**config.mk**
```make
export PLATFORM = sky130hd
export DESIGN_NAME = bcd_countdown
export DESIGN_NICKNAME = d
export VERILOG_FILES = /design/src/rtl/bcd_countdown.sv
export SDC_FILE = /design/constraint.sdc
export NUM_CORES = 1
export LEC_CHECK = 0
export CAP_MARGIN = 20
export CORE_ASPECT_RATIO = 0.5
export CORE_MARGIN = 2
export CORE_UTILIZATION = 32
export DETAILED_ROUTE_END_ITERATION = 6
export DONT_BUFFER_PORTS = 1
export GPL_TIMING_DRIVEN = 1
export MAX_ROUTING_LAYER = met4
export PLACE_DENSITY_LB_ADDON = 0.1
export SLEW_MARGIN = 20
export SYNTH_ARGS = -nofsm -noshare
export SYNTH_HDL_FRONTEND = slang
export SYNTH_SLANG_ARGS = --single-unit
```
**constraint.sdc**
```tcl
create_clock -name clk -period 3 [get_ports clk]
set_clock_uncertainty 0.2 [all_clocks]
set_input_delay 0.45 -clock clk [delete_from_list [all_inputs] [get_ports clk]]
set_output_delay 0.45 -clock clk [all_outputs]
set_load 0.1 [all_outputs]
```
**src/rtl/bcd_countdown.sv**
```systemverilog
// Two-digit BCD countdown timer ticked by an asynchronous 1 Hz input, with load/start/pause control.
// Optional: define COUNTDOWN_AUTORELOAD_EN to restart from the reload value on reaching 00.
module bcd_countdown #(
   parameter int SYNC_STAGES = 2
) (
   input  logic       clk,
   input  logic       rst,
   input  logic       clk_1hz,
   input  logic       load,
   input  logic [3:0] preset_l,
   input  logic [3:0] preset_h,
   input  logic       start,
   input  logic       pause,
   output logic [3:0] digit_l,
   output logic [3:0] digit_h,
   output logic [1:0] state,
   output logic       done,
   output logic       zero_pulse
);

   typedef enum logic [1:0] {
      IDLE   = 2'b00,
      RUN    = 2'b01,
      PAUSED = 2'b10,
      DONE   = 2'b11
   } state_t;

   state_t st_q, st_n;
   logic [3:0] dl_q, dh_q, dl_n, dh_n;
   logic [3:0] rl_q, rh_q, rl_n, rh_n;
   logic       zp_n;
   logic [SYNC_STAGES-1:0] sync_q;
   logic       last_q;
   logic       tick;
   logic [3:0] dec_l, dec_h;
   logic       cnt_zero, dec_zero;

   function automatic logic [3:0] clamp(input logic [3:0] d);
      return (d > 4'd9) ? 4'd9 : d;
   endfunction

   assign tick = sync_q[SYNC_STAGES-1] & ~last_q;

   // BCD borrow: ones digit wraps 0 -> 9 and takes one from the tens digit
   always_comb begin
      dec_l = dl_q - 4'd1;
      dec_h = dh_q;
      if (dl_q == 4'd0) begin
         dec_l = 4'd9;
         dec_h = dh_q - 4'd1;
      end
   end

   assign cnt_zero = (dl_q == 4'd0) && (dh_q == 4'd0);
   assign dec_zero = (dec_l == 4'd0) && (dec_h == 4'd0);

   always_comb begin
      st_n = st_q;
      dl_n = dl_q;
      dh_n = dh_q;
      rl_n = rl_q;
      rh_n = rh_q;
      zp_n = 1'b0;
      if (load) begin
         dl_n = clamp(preset_l);
         dh_n = clamp(preset_h);
         rl_n = clamp(preset_l);
         rh_n = clamp(preset_h);
         st_n = IDLE;
      end else begin
         case (st_q)
            IDLE: if (start && !cnt_zero) st_n = RUN;
            RUN: begin
               // pause wins over a same-cycle tick; that tick is dropped
               if (pause) st_n = PAUSED;
               else if (tick && !cnt_zero) begin
                  dl_n = dec_l;
                  dh_n = dec_h;
                  if (dec_zero) begin
                     zp_n = 1'b1;
`ifdef COUNTDOWN_AUTORELOAD_EN
                     if ((rl_q != 4'd0) || (rh_q != 4'd0)) begin
                        dl_n = rl_q;
                        dh_n = rh_q;
                     end else begin
                        st_n = DONE;
                     end
`else
                     st_n = DONE;
`endif
                  end
               end
            end
            PAUSED: if (!pause) st_n = RUN;
            DONE: begin
               if (start) begin
                  dl_n = rl_q;
                  dh_n = rh_q;
                  if ((rl_q != 4'd0) || (rh_q != 4'd0)) st_n = RUN;
               end
            end
            default: st_n = IDLE;
         endcase
      end
   end

   always_ff @(posedge clk) begin
      if (rst) begin
         st_q       <= IDLE;
         dl_q       <= 4'd0;
         dh_q       <= 4'd0;
         rl_q       <= 4'd0;
         rh_q       <= 4'd0;
         zero_pulse <= 1'b0;
         sync_q     <= '0;
         last_q     <= 1'b0;
      end else begin
         st_q       <= st_n;
         dl_q       <= dl_n;
         dh_q       <= dh_n;
         rl_q       <= rl_n;
         rh_q       <= rh_n;
         zero_pulse <= zp_n;
         sync_q     <= {sync_q[SYNC_STAGES-2:0], clk_1hz};
         last_q     <= sync_q[SYNC_STAGES-1];
      end
   end

   assign digit_l = dl_q;
   assign digit_h = dh_q;
   assign state   = st_q;
   assign done    = (st_q == DONE);

endmodule

```
Fig. 1: run 1, PDN straps and rails
The bar under the picture is 20 um long. Pins as bars on the die edge. Tap cells in gray.
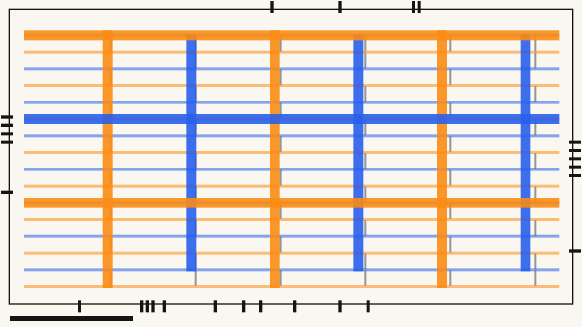
legend:
  VDD:
    color: blue
  VSS:
    color: orange
met1 rails: 16
tap cells: 51
signal pins: 26
met4 straps: 6
maximum VDD drop: 0.127 mV
die x size: 91.3 um
Core Area: 0.00355 mm2

Fig. 2: run 1, routed metal, one color a layer
Two of the layers only.
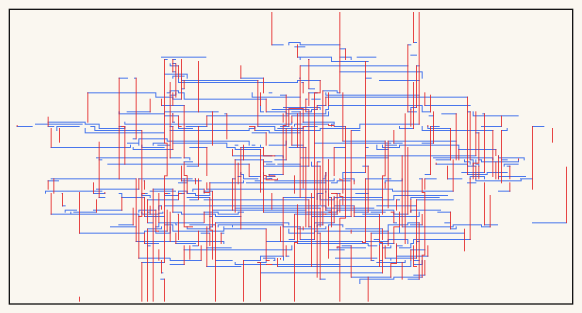
legend:
  M2:
    color: red
    wire_length: 1,280 um
  M1:
    color: blue
    wire_length: 1,740 um
wire length per cell: 16.3 um
GR Util All Layers: 16.9%

Fig. 3: run 1, layout detail
Window x 56 to 81, y 0 to 25 um. Cells in gray, sequential cells in the stronger gray; small squares are vias.
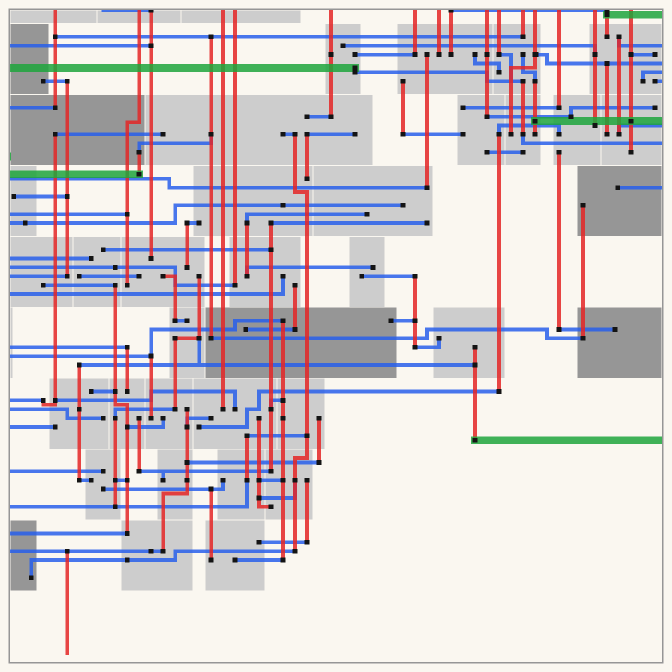
legend:
  M3:
    color: green
  M2:
    color: red
  M1:
    color: blue
most frequent: a21oi_1 (4)
cells with their middle in the window: 32
sequential cells in the window: 2
netlist names of flops here include: digit_h (1), digit_l (1)

==> Slide: Implementation Results, run 1 <==
Physical Implementation Snapshot

Synth
  – Main synth FF type: dfxtp_1
  – Chip area in the Yosys report: 0.00122 mm2
  – Ao+oa area frac: 28.1%
  – Post-Synthesis Cells: between 100 and 150
  – # Cells Yosys: 144
  – EDFF count, synth: 0
  – Post-synth top cells: dfxtp_1 (22), nor2_1 (16), a21oi_1 (14)
  – Yosys adder share: 2.05%
  – Synth Area in Simple Gates: 26.0%
  – Comb area leader: AND-OR/OR-AND gates

Pwr
  – Seq. pwr: 325 uW
  – Logic pwr share: 27.9%
  – Power per Cell Area: 505 mW/mm2
  – Clock group share of total power: 26.1%
  – Clk. pwr: about 180 uW

Timing
  – Min cycle time layout: 2.24 ns
  – Fin crit share: 74.7%
  – Fin Setup TNS: 0 ns
  – Rel. slew slack: 37.3%
  – Slew @ Worst Pin: 0.939 ns
  – Worst hold slack: 0.0415 ns

Drt
  – DRT met1 WL: 1.74 mm
  – Initial drt markers: 73
  – Via count: 1,106
  – DR WL met3: 310 um

Final layout
  – Clock Buffer Count: 3
  – Fraction of standard cell area that is sequential: 31.5%
  – Flops: 22
  – Biggest Area Class: logic gates
  – Comb/total area: 51.6%
  – Area growth, synth to finish: 14.8%
  – Logic Gate Count: 107

Setup path
  – Crit Path Max Fanout: 9
  – WP depth: 7
  – R2r setup slk: roughly 0.76 ns
  – Cells on worst reg2reg path: 7

Clock tree
  – CTS Buf Count: 3
  – CTS clk-pin slew, worst paths: 0.08 ns
  – CTS tree: done

GRT
  – Largest net degree at the start of global routing: 25
  – GRT Max-Usage Layer: met1
  – Initial antenna violation count: 0
  – Grt ovf: 0

Outcome
  – Status: finished, final reports clean

Placed design
  – GPL Wtd Cong: 0.810
  – Post-DP HPWL: 2.49 mm

Hold path
  – Hold EP: sync_q[0]
  – Min-delay src: rst

Floorplanning
  – FP Rows: 15
==> run 1 -> run 2 <==
==> constraint.sdc (replaced) <==
create_clock -name clk -period 2.1 [get_ports clk]
set_clock_uncertainty 0.2 [all_clocks]
set_input_delay 0.315 -clock clk [delete_from_list [all_inputs] [get_ports clk]]
set_output_delay 0.315 -clock clk [all_outputs]
set_load 0.1 [all_outputs]
Fig. 4: run 2, register map, names as in the netlist
Other sequential cells in the stronger gray, the rest of the logic in the fainter gray.
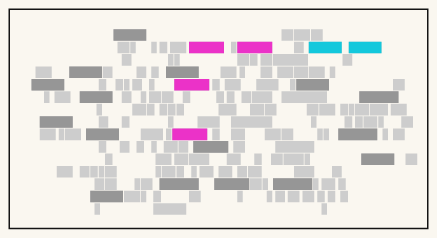
legend:
  sync_q:
    color: cyan
    placed_flops: 2
  digit_l:
    color: magenta
    placed_flops: 4
fraction of standard cell area that is sequential: 29.0%
Seq. pwr: 467 uW

==> run 2 against run 1 <==
Register-to-register slack got worse by 0.69 ns. Flip-flop count did not move. Non-clock buffer count rose by 15. Core utilization rose by 5.6 points. Maximum frequency rose by 10%. Clock power rose by 100%. First-iteration DRC count rose by 41%. Wire length rose by 8.7%. Total power rose by 63%. Worst hold slack got worse by 0.036 ns. Critical path depth fell by 2. Worst setup slack got worse by 0.69 ns. Critical endpoint unchanged. Largest cell class unchanged. Highest routed layer unchanged.
==> Slide: Implementation Results, run 2 <==
Physical Implementation Snapshot

Outcome
  – Status: finished, final reports clean (unchanged)

Synth
  – Chip area in the Yosys report: 0.00122 mm2 (unchanged)
  – Post-synth top cells: dfxtp_1 (22), nor2_1 (16), a21oi_1 (14) (unchanged)
  – Yosys adder share: 2.05% (unchanged)
  – Ao+oa area frac: 28.1% (unchanged)
  – EDFF count, synth: 0 (unchanged)
  – # Cells Yosys: 144 (unchanged)
  – Synth Area in Simple Gates: 26.0% (unchanged)
  – Post-Synthesis Cells: 144 (unchanged)

Timing
  – Slew @ Worst Pin: 0.600 ns (was 0.939 ns)
  – Min cycle time layout: 2.03 ns (was 2.24 ns)
  – Fin crit share: 96.6% (was 74.7%)
  – Fin Setup TNS: 0 ns (unchanged)

Pwr
  – Clock group share of total power: 32.2% (was 26.1%)
  – Power per Cell Area: 720 mW/mm2 (was 505 mW/mm2)
  – Leak: 0.610 nW (was 0.520 nW)
  – Clk. pwr: 370 uW (was 184 uW)

Setup path
  – Crit Path Max Fanout: 7 (was 9)
  – Cells on worst reg2reg path: 5 (was 7)

GRT
  – Initial antenna violation count: 0 (unchanged)
  – Largest net degree at the start of global routing: 22 (was 25)
  – GRT Max-Usage Layer: met1 (unchanged)

Final layout
  – Non-clk bufs: 28 (was 13)
  – Comb/total area: 45.3% (was 51.6%)
  – Logic Gate Count: 107 (unchanged)
  – NonClk Buf Share: 15.4% (was 6.98%)
  – Most instantiated logic cells after routing: buf_4 (18), nor2_1 (16), a21oi_1 (14) (was dfxtp_1 (22), nor2_1 (16), a21oi_1 (14))
  – Area growth, synth to finish: 31.1% (was 14.8%)
  – Biggest Area Class: logic gates (unchanged)

Drt
  – Initial drt markers: 103 (was 73)
  – Wire length per cell: 16.5 um (was 16.3 um)
  – DRT met1 WL: 1.99 mm (was 1.74 mm)
  – DR WL met3: 237 um (was 310 um)

Hold path
  – Hold EP: digit_l[0] (was sync_q[0])
  – Min-delay src: rst (unchanged)

Placed design
  – Post-DP HPWL: 2.57 mm (was 2.49 mm)

Clock tree
  – CTS clk-pin slew, worst paths: 0.09 ns (was 0.08 ns)
  – CTS tree: done (unchanged)

Floorplanning
  – Core Area: 0.00355 mm2 (unchanged)
  – FP Rows: 15 (unchanged)
Fig. 5: run 2, PDN straps and rails
The bar under the picture is 20 um long. Pins as bars on the die edge. Tap cells in gray.
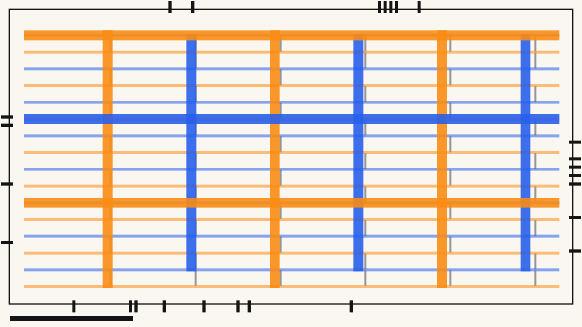
legend:
  VSS:
    color: orange
  VDD:
    color: blue
met5 straps: 3
met4 straps: 6
DIE HEIGHT: 47.6 um
maximum VDD drop: 0.308 mV

Power figures rest on the tool's default switching activity, not on a simulated workload.
